**src/rtl/uart_ram_pkg.sv**
```systemverilog
// Shared constants and read-FSM encoding for the UART RAM queue ports.
package uart_ram_pkg;

    localparam int RAM_HALF_ADDR_W = 8;
    localparam int DATA_W          = 8;

    localparam logic [1:0] R_IDLE = 2'd0;
    localparam logic [1:0] R_REQ  = 2'd1;
    localparam logic [1:0] R_HOLD = 2'd2;

endpackage

```
**src/rtl/uart_stage_fifo.sv**
```systemverilog
// Small synchronous FIFO staging RX bytes before they are written to the ring.
// A push while full is accepted only when a pop happens in the same cycle.
module uart_stage_fifo
    import uart_ram_pkg::*;
#(
    parameter int DEPTH = 4
) (
    input  logic              clk_i,
    input  logic              rst_n_i,
    input  logic              push_i,
    input  logic [DATA_W-1:0] data_i,
    input  logic              pop_i,
    output logic [DATA_W-1:0] head_o,
    output logic              full_o,
    output logic              empty_o
);

    localparam int PTR_W = (DEPTH > 1) ? $clog2(DEPTH) : 1;

    logic [DATA_W-1:0] mem_q [DEPTH];
    logic [PTR_W-1:0]  wr_q, wr_d;
    logic [PTR_W-1:0]  rd_q, rd_d;
    logic [PTR_W:0]    cnt_q, cnt_d;
    logic              do_push;
    logic              do_pop;

    assign full_o  = (cnt_q == (PTR_W+1)'(DEPTH));
    assign empty_o = (cnt_q == '0);
    assign head_o  = mem_q[rd_q];

    assign do_pop  = pop_i && !empty_o;
    assign do_push = push_i && (!full_o || do_pop);

    always_comb begin
        wr_d  = wr_q;
        rd_d  = rd_q;
        cnt_d = cnt_q;
        if (do_push) begin
            wr_d = wr_q + PTR_W'(1);
        end
        if (do_pop) begin
            rd_d = rd_q + PTR_W'(1);
        end
        case ({do_push, do_pop})
            2'b10:   cnt_d = cnt_q + (PTR_W+1)'(1);
            2'b01:   cnt_d = cnt_q - (PTR_W+1)'(1);
            default: cnt_d = cnt_q;
        endcase
    end

    always_ff @(posedge clk_i) begin
        if (!rst_n_i) begin
            wr_q  <= '0;
            rd_q  <= '0;
            cnt_q <= '0;
        end else begin
            wr_q  <= wr_d;
            rd_q  <= rd_d;
            cnt_q <= cnt_d;
        end
    end

    // Storage needs no reset; the count alone decides what is valid.
    always_ff @(posedge clk_i) begin
        if (do_push) begin
            mem_q[wr_q] <= data_i;
        end
    end

endmodule

```
**src/rtl/uart_ram_queue_port.sv**
```systemverilog
// One device port of the shared UART RAM: RX bytes go out as a ring queue in
// our write half, the peer's ring is read from our read half toward TX.
//
//   state  | meaning
//   R_IDLE | no read in flight; start one when the peer ring has data and TX is free
//   R_REQ  | o_re held high until an ack that belongs to this request arrives
//   R_HOLD | byte presented on o_tx_data, waiting for i_tx_ready
module uart_ram_queue_port
    import uart_ram_pkg::*;
#(
    parameter int ADDR_W      = RAM_HALF_ADDR_W,
    parameter int STAGE_DEPTH = 4
) (
    input  logic              i_clk,
    input  logic              i_rst_n,
    input  logic [DATA_W-1:0] i_rx_data,
    input  logic              i_rx_valid,
    output logic [DATA_W-1:0] o_tx_data,
    output logic              o_tx_valid,
    input  logic              i_tx_ready,
    output logic [ADDR_W-1:0] o_r_addr,
    output logic              o_re,
    input  logic [DATA_W-1:0] i_r_data,
    input  logic              i_ack_r,
    output logic [ADDR_W-1:0] o_w_addr,
    output logic [DATA_W-1:0] o_w_data,
    output logic              o_we,
    input  logic              i_ack_w,
    output logic [ADDR_W-1:0] o_w_ptr,
    output logic [ADDR_W-1:0] o_r_ptr,
    input  logic [ADDR_W-1:0] i_peer_w_ptr,
    input  logic [ADDR_W-1:0] i_peer_r_ptr,
    output logic              o_overflow,
    input  logic              i_clr_overflow
);

    logic [ADDR_W-1:0] w_ptr_q, r_ptr_q;
    logic [ADDR_W-1:0] w_ptr_inc;
    logic [1:0]        state_q, state_d;
    logic              re_q;
    logic [DATA_W-1:0] tx_data_q;
    logic              tx_valid_q;
    logic              ovf_q;
    logic              capture;
    logic              rd_avail;
    logic              wr_space;
    logic              fifo_full, fifo_empty;
    logic [DATA_W-1:0] fifo_head;
    logic              w_done;
    logic              rx_drop;

    assign w_ptr_inc = w_ptr_q + ADDR_W'(1);
    assign rd_avail  = (r_ptr_q != i_peer_w_ptr);
    assign wr_space  = (w_ptr_inc != i_peer_r_ptr);

    assign o_we    = !fifo_empty && wr_space;
    assign w_done  = o_we && i_ack_w;
    assign rx_drop = i_rx_valid && fifo_full && !w_done;

    uart_stage_fifo #(
        .DEPTH (STAGE_DEPTH)
    ) u_stage (
        .clk_i   (i_clk),
        .rst_n_i (i_rst_n),
        .push_i  (i_rx_valid),
        .data_i  (i_rx_data),
        .pop_i   (w_done),
        .head_o  (fifo_head),
        .full_o  (fifo_full),
        .empty_o (fifo_empty)
    );

    assign o_w_addr   = w_ptr_q;
    assign o_w_data   = o_we ? fifo_head : '0;
    assign o_w_ptr    = w_ptr_q;
    assign o_r_ptr    = r_ptr_q;
    assign o_r_addr   = r_ptr_q;
    assign o_re       = (state_q == R_REQ);
    assign o_tx_data  = tx_data_q;
    assign o_tx_valid = tx_valid_q;
    assign o_overflow = ovf_q;

    // re_q filters out the ack answering a request from a previous visit to R_REQ.
    always_comb begin
        state_d = state_q;
        capture = 1'b0;
        case (state_q)
            R_IDLE: begin
                if (rd_avail && !tx_valid_q) begin
                    state_d = R_REQ;
                end
            end
            R_REQ: begin
                if (i_ack_r && re_q) begin
                    capture = 1'b1;
                    state_d = R_HOLD;
                end
            end
            R_HOLD: begin
                if (i_tx_ready) begin
                    state_d = R_IDLE;
                end
            end
            default: state_d = R_IDLE;
        endcase
    end

    always_ff @(posedge i_clk) begin
        if (!i_rst_n) begin
            state_q    <= R_IDLE;
            re_q       <= 1'b0;
            r_ptr_q    <= '0;
            w_ptr_q    <= '0;
            tx_data_q  <= '0;
            tx_valid_q <= 1'b0;
            ovf_q      <= 1'b0;
        end else begin
            state_q <= state_d;
            re_q    <= o_re;
            if (capture) begin
                tx_data_q  <= i_r_data;
                tx_valid_q <= 1'b1;
                r_ptr_q    <= r_ptr_q + ADDR_W'(1);
            end else if (state_q == R_HOLD && i_tx_ready) begin
                tx_valid_q <= 1'b0;
            end
            if (w_done) begin
                w_ptr_q <= w_ptr_inc;
            end
            if (rx_drop) begin
                ovf_q <= 1'b1;
            end else if (i_clr_overflow) begin
                ovf_q <= 1'b0;
            end
        end
    end

endmodule

```
**config.mk**
```make
export PLATFORM = sky130hd
export DESIGN_NAME = uart_ram_queue_port
export DESIGN_NICKNAME = d
export VERILOG_FILES = /design/src/rtl/uart_ram_pkg.sv /design/src/rtl/uart_stage_fifo.sv /design/src/rtl/uart_ram_queue_port.sv
export SDC_FILE = /design/constraint.sdc
export NUM_CORES = 1
export LEC_CHECK = 0
export CAP_MARGIN = 5
export CORE_AREA = 2 2 102 104
export CTS_CLUSTER_DIAMETER = 40
export DETAILED_ROUTE_END_ITERATION = 12
export DIE_AREA = 0 0 104 106
export HOLD_SLACK_MARGIN = 0.02
export MAX_ROUTING_LAYER = met4
export PLACE_DENSITY_LB_ADDON = 0.1
export SYNTH_ARGS = -nofsm -noshare
export SYNTH_HDL_FRONTEND = slang
export SYNTH_SLANG_ARGS = --single-unit
export TNS_END_PERCENT = 10
```
**constraint.sdc**
```tcl
create_clock -name i_clk -period 7.08 [get_ports i_clk]
set_input_delay 1.062 -clock i_clk [delete_from_list [all_inputs] [get_ports i_clk]]
set_output_delay 1.062 -clock i_clk [all_outputs]
set_load 0.02 [all_outputs]
```
Fig. 1: run 1, routed metal per tile
Drawn at 4 px/um. 21 x 21 tiles, from dark purple (low) to yellow (high), scaled to the fullest tile. Values are wire area over tile area, all layers added.
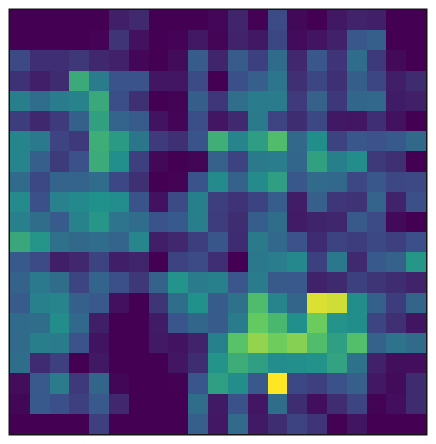
tiles over half the peak: 8.6%
nearly empty tiles: 16%
mean over tiles: 0.10
fullest tile: 0.43

Fig. 2: run 1, clock nets
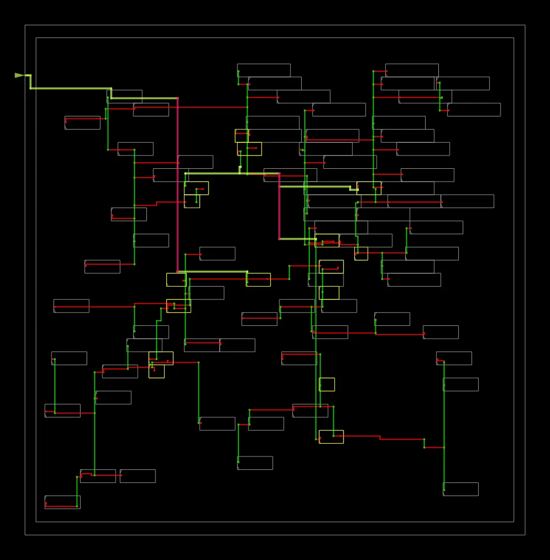
clk ins delay skew pair: 350 ps
Clk. pwr: 308 uW
# clock sinks: 70
clock buf count: 9
CTS Buf Count: 9

Fig. 3: run 1, met3 routing
Drawn at 4 px/um.
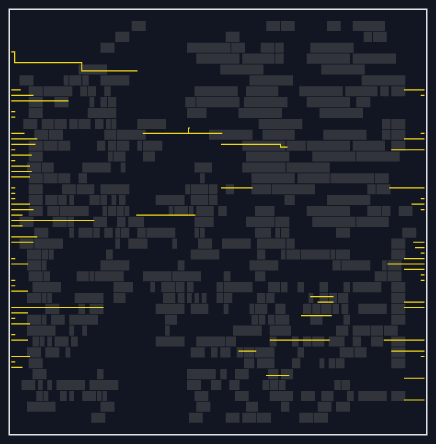
main direction: horizontal
wire length on this layer: 393 um
share of all routed wire: 5.5%
longest straight run: 22.8 um

Fig. 4: run 1, placement by cell class
Drawn at 4 px/um.
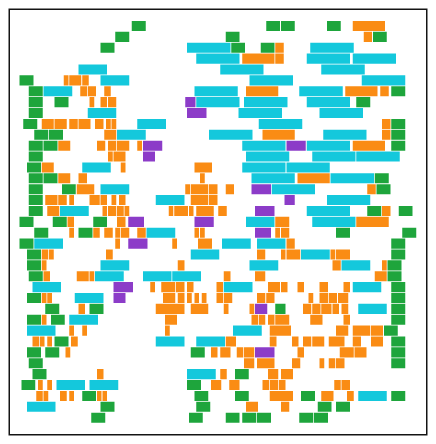
[purple] clock drivers and dummy loads | cells: 16
[orange] all other logic | cells: 205
[cyan] flops | cells: 70
[green] other buffers and delay cells | cells: 91

==> ci_impl_report.md, run 1 <==
## Synthesis and layout report

| Metric | Value |
|---|---|
| Pwr top | sequential cells |
| NumNets Final | 424 |
| Largest class | registers |
| Non-Filler Instances | 518 |
| Seq/total area | 0.390 |
| Root Driver | clkbuf_8 |
| Worst path top cell family by delay | buffers and inverters |
| Routed Antenna Nets | 0 |
| Mux frac, synth | 0.0723 |
| # IOs | 91 |
| FMAX | 212 MHz |
| CP arrival | 3650 ps |
| CP startpoint kind | input port |
| Comb power | 324 uW |
| CTS tree | built |
| WL per Instance | 13.9 um |
| Seq share, synth | 0.518 |
| Cell area after synthesis | 3320 um2 |
| Crit. path cell count | 8 |
| Worst R2R Path Depth | 12 |
| Ys cells | 304 |
| Reg2Reg Launch Point | o_w_addr[0] |
| Final instance area | 4410 um2 |
| Async SR Flop Fraction | 0 |
| GR Overflow Total | 0 |
| Final Setup Violations | 0 |
| Slew margin rel. | 0.321 |
| Worst Skew | 10.6 ps |
| GR Layer Usage met2 | 0.225 |
| Top sig layer | met4 |
| Place WS | 2370 ps |
| Routing usage on met3 | 0.0411 |
| Worst reg-to-reg setup slack | 3400 ps |
| Post-synth top cells | dfxtp_1 (38), edfxtp_1 (32), nand2_1 (32), a21oi_1 (26), buf_4 (17) |
| GRT Util Overall | 0.140 |
| Tally of unique sky130hd cells used after synthesis | 42 |
| Init Core Util | 0.332 |
| Post CTS Setup Buffer Count | 0 |
| P&R area growth vs syn | 32.8% |
| Crit path required time | 6020 ps |
| Post-Route WL | 7.18 mm |
| Routability-driven placement congestion ratio | 0.743 |
| Top cells, area | edfxtp_1 (29%), dfxtp_1 (23%), mux4_2 (5.4%) |
| Kind of critical path | input port to primary output |
| Crit-path max cell delay | 540 ps |
| Largest logic family | simple AND/OR/NAND/NOR gates |
| Logic share of the area | 0.317 |
| Clk slew on worst S/H paths | 90 ps |
| Comb gates | 198 |
| Clk pwr share | 0.274 |
| HPWL after detailed placement | 4.94 mm |
| Port Buf Inserts | 90 |
| Total iterations of the first detailed-routing run | 4 |
| CP most frequent cell | clkdlybuf4s50_1 |
| Vias in the first global route | 2443 |
| Top-area cell type share of the netlist area | 0.289 |
| Worst setup endpoint | o_w_data[4] |
| Comb gate area | 1400 um2 |
| Syn Area/Cell | 10.9 um2 |
| Worst Path Buf+Inv | 2 |
| Setup crit start | i_peer_r_ptr[5] |
| Status | finished, final reports clean |
| Die Ht | 106 um |
| Largest net degree at the start of global routing | 31 |
| Pwr dens | 254 nW/um2 |
| Tcrit/Tclk final | 0.665 |
| Layout cells sized above 1 | 0.0785 |
| Psw | 368 uW |
| # DRC | 0 |
| Synthesis warning total | 0 |
| Metal3 WL | 392 um |
| Worst Max-Slew Pin Slew | 1020 ps |
| Signal buffers | 91 |
| Chip area | 11000 um2 |
| Post-Synth XOR/XNOR Area | 0.0606 |
| CP Capture Type | primary output |
| Routed via count | 2438 |
==> inputs of run 2 (changes only) <==
==> constraint.sdc (replaced) <==
create_clock -name i_clk -period 4.7 [get_ports i_clk]
set_input_delay 0.705 -clock i_clk [delete_from_list [all_inputs] [get_ports i_clk]]
set_output_delay 0.705 -clock i_clk [all_outputs]
set_load 0.02 [all_outputs]
Fig. 5: run 2, met3 routing
Drawn at 4 px/um.
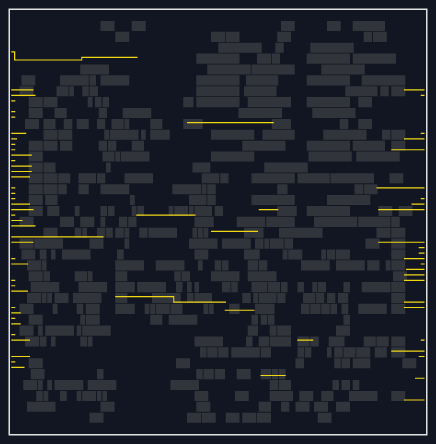
nets with wire on the layer: 66
main direction: horizontal
longest straight run: 22.8 um
Post-Route WL: 7.18 mm
routing usage on met3: 0.0362
routed via count: 2435

Fig. 6: run 2, clock nets
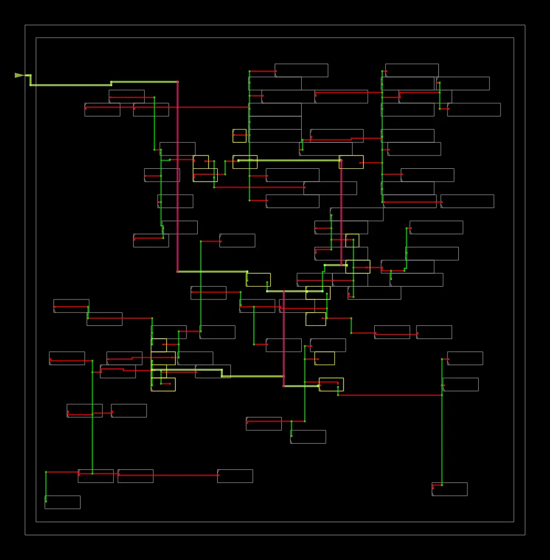
Worst Skew: 9.95 ps
Clk. pwr: 461 uW

==> ci_impl_report.md, run 2 <==
## Synthesis and layout report

| Metric | Value |
|---|---|
| Status | finished, final reports clean (unchanged) |
| CTS Buf Count | 9 (unchanged) |
| Largest net degree at the start of global routing | 31 (unchanged) |
| Die Ht | 106 um (unchanged) |
| Clk pwr share | 0.272 (was 0.274) |
| Clk slew on worst S/H paths | 90 ps (about the same) |
| Post-Synth XOR/XNOR Area | 0.0606 (unchanged) |
| Worst R2R Path Depth | 13 (was 12) |
| Slew margin rel. | 0.323 (was 0.321) |
| Crit-path max cell delay | 610 ps (was 540 ps) |
| Ys flop type | dfxtp_1 (unchanged) |
| Comb gates | 198 (unchanged) |
| Signal buffers | 92 (was 91) |
| Synthesis warning total | 0 (unchanged) |
| GR Layer Usage met2 | 0.214 (was 0.225) |
| Cell area after synthesis | 3320 um2 (unchanged) |
| Setup crit start | o_w_addr[0] (was i_peer_r_ptr[5]) |
| Port Buf Inserts | 90 (unchanged) |
| Place WS | 694 ps (was 2370 ps) |
| Metal3 WL | 352 um (was 392 um) |
| Vias in the first global route | 2365 (was 2443) |
| NumNets Final | 425 (was 424) |
| Worst path top cell family by delay | AND-OR/OR-AND gates (was buffers and inverters) |
| FMAX | 241 MHz |
| Tcrit/Tclk final | 0.882 |
| Crit. path cell count | 8 (unchanged) |
| Clock buf count | 9 (unchanged) |
| Chip area | 11000 um2 (unchanged) |
| Async SR Flop Fraction | 0 (unchanged) |
| Clk ins delay skew pair | 340 ps (was 350 ps) |
| Layout cells sized above 1 | 0.0809 (was 0.0785) |
| Largest logic family | simple AND/OR/NAND/NOR gates (unchanged) |
| Max-slew violations | 0 (unchanged) |
| HPWL after detailed placement | 4.99 mm (was 4.94 mm) |
| Comb gate area | 1400 um2 (unchanged) |
| Top cells, area | edfxtp_1 (29%), dfxtp_1 (23%), mux4_2 (5.4%) (unchanged) |
| Psw | 555 uW (was 368 uW) |
| Total iterations of the first detailed-routing run | 4 (unchanged) |
| Final instance area | 4420 um2 (was 4410 um2) |
| Final Setup Violations | 0 (unchanged) |
| Routed Antenna Nets | 0 (unchanged) |
| Pwr top | sequential cells (unchanged) |
| Syn Area/Cell | 10.9 um2 (unchanged) |
| Seq share, synth | 0.518 (unchanged) |
| Reg2Reg Launch Point | o_w_addr[0] (unchanged) |
| Init Core Util | 0.332 (unchanged) |
| P_int | 1140 uW (was 755 uW) |
| CP Capture Type | primary output (unchanged) |
| Logic share of the area | 0.317 (about the same) |
| Worst reg-to-reg setup slack | 1200 ps (was 3400 ps) |
| Worst setup endpoint | o_w_data[4] (unchanged) |
| Largest class | registers (unchanged) |
| # DRC | 0 (unchanged) |
| P&R area growth vs syn | 33.1% (was 32.8%) |
| Top sig layer | met4 (unchanged) |
| First-pass GRT wire length | 11.5 mm (was 11.8 mm) |
| Seq/total area | 0.389 (was 0.390) |
| Kind of critical path | flop to primary output (was input port to primary output) |
| Root Driver | clkbuf_8 (unchanged) |
| Routability-driven placement congestion ratio | 0.756 (was 0.743) |
| # IOs | 91 (unchanged) |
| CTS tree | built (unchanged) |
| # clock sinks | 70 (unchanged) |
| Crit path required time | 3990 ps (was 6020 ps) |
| Tally of unique sky130hd cells used after synthesis | 42 (unchanged) |
| Worst Path Buf+Inv | 1 (was 2) |
| Comb power | 492 uW (was 324 uW) |
| Post CTS Setup Buffer Count | 0 (unchanged) |
| Pwr dens | 383 nW/um2 (was 254 nW/um2) |
| Worst Max-Slew Pin Slew | 1010 ps (was 1020 ps) |
| WL per Instance | 13.8 um (was 13.9 um) |
| Post-synth top cells | dfxtp_1 (38), edfxtp_1 (32), nand2_1 (32), a21oi_1 (26), buf_4 (17) (unchanged) |
| GR Overflow Total | 0 (unchanged) |
Power figures rest on the tool's default switching activity, not on a simulated workload.
